==> config.mk <==
export PLATFORM = sky130hd
export DESIGN_NAME = arm_multicycle_ctrl_flat
export DESIGN_NICKNAME = d
export VERILOG_FILES = /design/src/rtl/arm_ctrl_pkg.sv /design/src/rtl/arm_multicycle_ctrl_if.sv /design/src/rtl/arm_cond_check.sv /design/src/rtl/arm_multicycle_ctrl.sv /design/src/flat_wrapper.sv
export SDC_FILE = /design/constraint.sdc
export NUM_CORES = 1
export LEC_CHECK = 0
export ABC_AREA = 1
export ABC_CLOCK_PERIOD_IN_PS = 1100
export CORE_MARGIN = 5
export CORE_UTILIZATION = 32
export CTS_CLUSTER_DIAMETER = 30
export DETAILED_ROUTE_END_ITERATION = 10
export PLACE_DENSITY = 0.73
export SKIP_CTS_REPAIR_TIMING = 1
export SLEW_MARGIN = 15
export SYNTH_ARGS = -nofsm -noshare
export SYNTH_HDL_FRONTEND = slang
export SYNTH_SLANG_ARGS = --single-unit
==> constraint.sdc <==
create_clock -name clk -period 1.1 [get_ports clk]
set_input_delay 0.11 -clock clk [delete_from_list [all_inputs] [get_ports clk]]
set_output_delay 0.11 -clock clk [all_outputs]
set_load 0.05 [all_outputs]
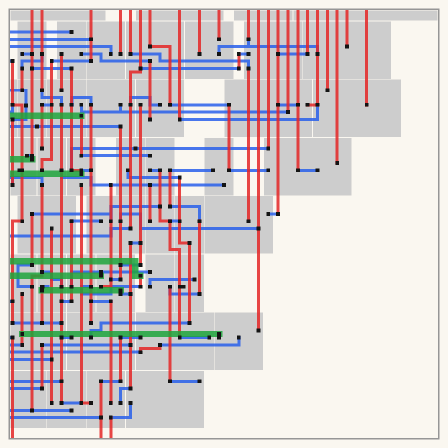
Fig. 1. Layout detail (run 1).
Region (36, 5) to (56, 25) um. Cells in grey, sequential cells in the stronger grey; small squares are vias.
legend:
  metal 3:
    colour: green
  metal 1:
    colour: blue
  metal 2:
    colour: red
sequential cells in the window: 0
cells with their middle in the window: 38
most frequent: inv_1 (5), nor2_1 (5), nand2_1 (5)

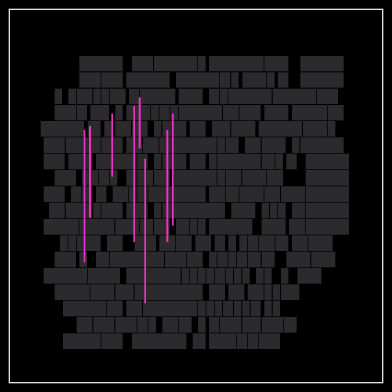
Fig. 2. Metal 4 (run 1).
(6 px per um) Cells faint in the background.
longest straight run: 23.8 um
main direction: vertical
wire length on this layer: 138 um
nets with wire on the layer: 8
vias: 1418
routed wire length: 4240 um

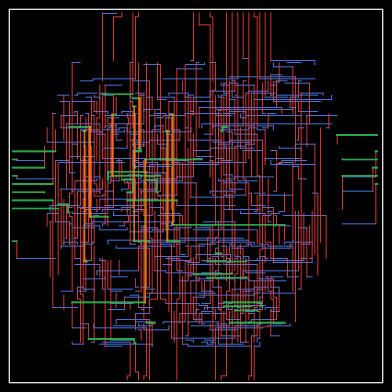
Fig. 3. Signal wires by layer (run 1).
(6 px per um)
legend:
  metal 3:
    colour: green
    wire_length: 217 um
  metal 4:
    colour: orange
    wire_length: 138 um
  metal 2:
    colour: red
    wire_length: 2430 um
  metal 1:
    colour: blue
    wire_length: 1460 um
Avg WL per Cell: 16.1 um
GRT Util Overall: 0.200

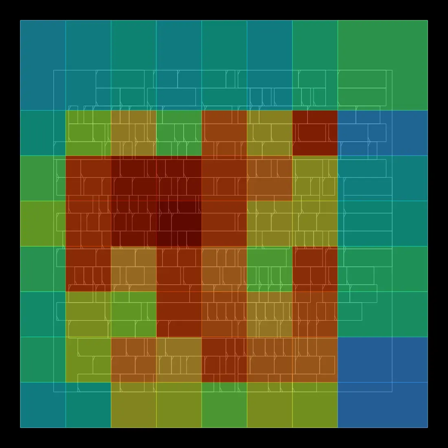
Fig. 4. Routing congestion (run 1).
share of the core filled with cells: 0.836
GR Layer Usage met2: 0.377

==> impl_metrics.ini, run 1 <==
; implementation run metrics
[global_route]
grt_pass1_vias = 1374

[cells_and_area]
seqCellArea_sq_um = 208
sh_seq_area = 0.0985
sh_comb_area = 0.372
fin_area_sq_um = 2110

[critical_path]
worstSetupStartpointType = flop
crit_path_cell_trace = inv_6, nor2_4, inv_2, buf_6, nor2_4, inv_2, o211ai_1, clkbuf_16

[yosys]
yosysWarnings = 0
ys_sh_aoi = 0.153
avgSynthCellArea_sq_um = 5.69
edf_count = 0
top_cell_area_share = 0.232
synthSimpleGateAreaFrac = 0.485
top_logic_kind = simple AND/OR/NAND/NOR gates
xor_share = 0

[power_and_ir_drop]
power-top-group = combinational logic
comb_cell_power_mw = 5.29
vdd_ir_drop_max_mv = 3.45
p_comb_frac = 0.848
netSwitchingPower_mw = 3.23

[outcome]
violations = negative setup slack
status = finished, violations left

[sta]
finalSetupViolCount = 30
finalWorstSetupSlack_ns = -0.599

[placed_design]
gp_congestion = 0.821
--- run 2 (diff from run 1) ---
==> constraint.sdc (replaced) <==
create_clock -name clk -period 1.1 [get_ports clk]
set_input_delay 0.22 -clock clk [delete_from_list [all_inputs] [get_ports clk]]
set_output_delay 0.22 -clock clk [all_outputs]
set_load 0.05 [all_outputs]
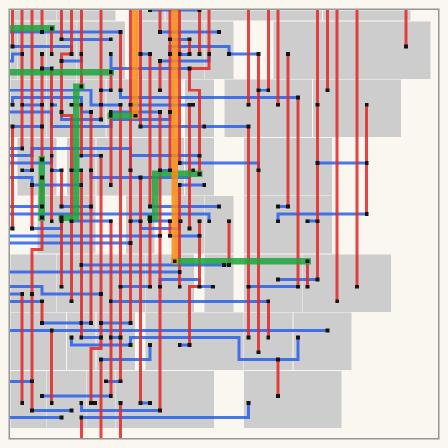
Fig. 5. Layout detail (run 2).
Region (36, 5) to (56, 25) um. Cells in grey, sequential cells in the stronger grey; small squares are vias.
legend:
  metal 4:
    colour: orange
  metal 1:
    colour: blue
  metal 2:
    colour: red
  metal 3:
    colour: green
most frequent: nor2_4 (6), nand2_1 (6)
sequential cells in the window: 0
cells with their middle in the window: 41

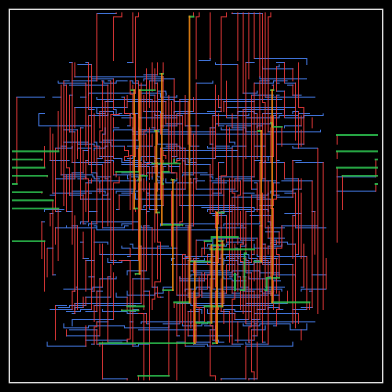
Fig. 6. Signal wires by layer (run 2).
(6 px per um)
legend:
  metal 1:
    colour: blue
    wire_length: 1580 um
  metal 4:
    colour: orange
    wire_length: 271 um
  metal 2:
    colour: red
    wire_length: 2380 um
  metal 3:
    colour: green
    wire_length: 180 um
routed wire length: 4420 um
Avg WL per Cell: 16.4 um
vias: 1451
GRT Util Overall: 0.178

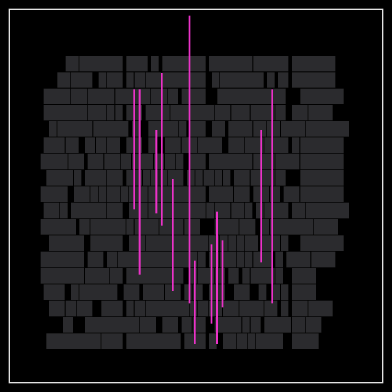
Fig. 7. Metal 4 (run 2).
(6 px per um) Cells faint in the background.
nets with wire on the layer: 12
wire length on this layer: 271 um
share of all routed wire: 6.1%
main direction: vertical
longest straight run: 47.6 um

==> impl_metrics.ini, run 2 <==
; implementation run metrics
[placed_design]
gp_congestion = 0.863

[cells_and_area]
sh_comb_area = 0.368
fin_area_sq_um = 2220
clkCellAreaFrac = 0.0118
fin_util = 0.880
seqCellArea_sq_um = 208

[yosys]
synthSimpleGateAreaFrac = 0.485
xor_share = 0
top_area_cell = dfrtp_1
ys_sh_aoi = 0.153
top_logic_kind = simple AND/OR/NAND/NOR gates
avgSynthCellArea_sq_um = 5.69
yosysWarnings = 0

[power_and_ir_drop]
p_comb_frac = 0.853
vdd_ir_drop_max_mv = 2.94
netSwitchingPower_mw = 3.24
power-top-group = combinational logic

[sta]
finalSetupViolCount = 30
finalWorstSetupSlack_ns = -0.704

[outcome]
status = finished, violations left
violations = negative setup slack

[critical_path]
worstSetupStartpointType = flop

[global_route]
grt_pass1_vias = 1220
--- run 3 (diff from run 2) ---
Settings changed: SKIP_CTS_REPAIR_TIMING 1 to unset.
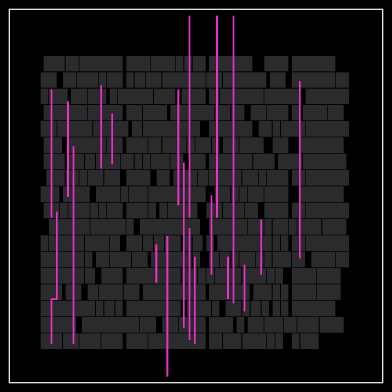
Fig. 8. Metal 4 (run 3).
(6 px per um) Cells faint in the background.
main direction: vertical
nets with wire on the layer: 20
wire length on this layer: 401 um
longest straight run: 47.6 um
routed wire length: 5920 um
vias: 1643

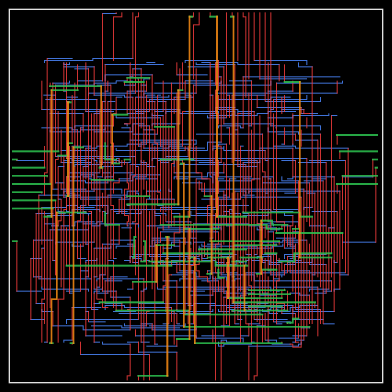
Fig. 9. Signal wires by layer (run 3).
(6 px per um)
legend:
  metal 4:
    colour: orange
    wire_length: 401 um
  metal 3:
    colour: green
    wire_length: 462 um
  metal 1:
    colour: blue
    wire_length: 1990 um
  metal 2:
    colour: red
    wire_length: 3070 um
GRT Util Overall: 0.254
Avg WL per Cell: 21.1 um

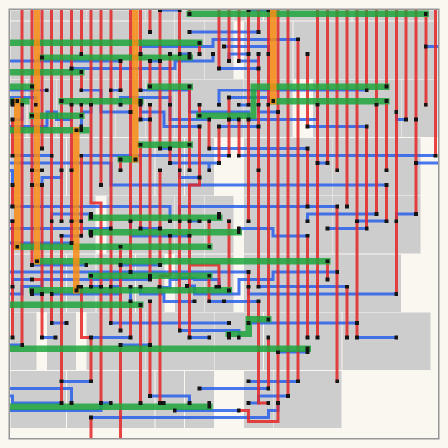
Fig. 10. Layout detail (run 3).
Region (36, 5) to (56, 25) um. Cells in grey, sequential cells in the stronger grey; small squares are vias.
legend:
  metal 4:
    colour: orange
  metal 3:
    colour: green
  metal 1:
    colour: blue
  metal 2:
    colour: red
cells with their middle in the window: 45
sequential cells in the window: 0
most frequent: inv_1 (7), nor2_4 (6), nand2_1 (6)

==> impl_metrics.ini, run 3 <==
; implementation run metrics
[outcome]
status = finished, violations left
violations = negative setup slack

[drt]
avgViaCountPerCell = 5.87

[critical_path]
worstSetupStartpointType = flop
worstPathArrival_ns = 1.63

[yosys]
ys_sh_aoi = 0.153
avgSynthCellArea_sq_um = 5.69
yosysWarnings = 0
xor_share = 0
top_logic_kind = simple AND/OR/NAND/NOR gates
synthSimpleGateAreaFrac = 0.485

[cells_and_area]
sh_comb_area = 0.375
fin_util = 0.931
seqCellArea_sq_um = 209
clkCellAreaFrac = 0.0112
ff_count = 8

[sta]
finalSetupViolCount = 30
finalWorstSetupSlack_ns = -0.747

[power_and_ir_drop]
comb_cell_power_mw = 5.87
p_comb_frac = 0.859
netSwitchingPower_mw = 3.59
vdd_ir_drop_max_mv = 3.38

[global_route]
overflow = 0

[placed_design]
gp_congestion = 0.863

[floorplanning]
die_w_um = 62.0
No activity file was given, so power comes from the tool's default toggle rates.
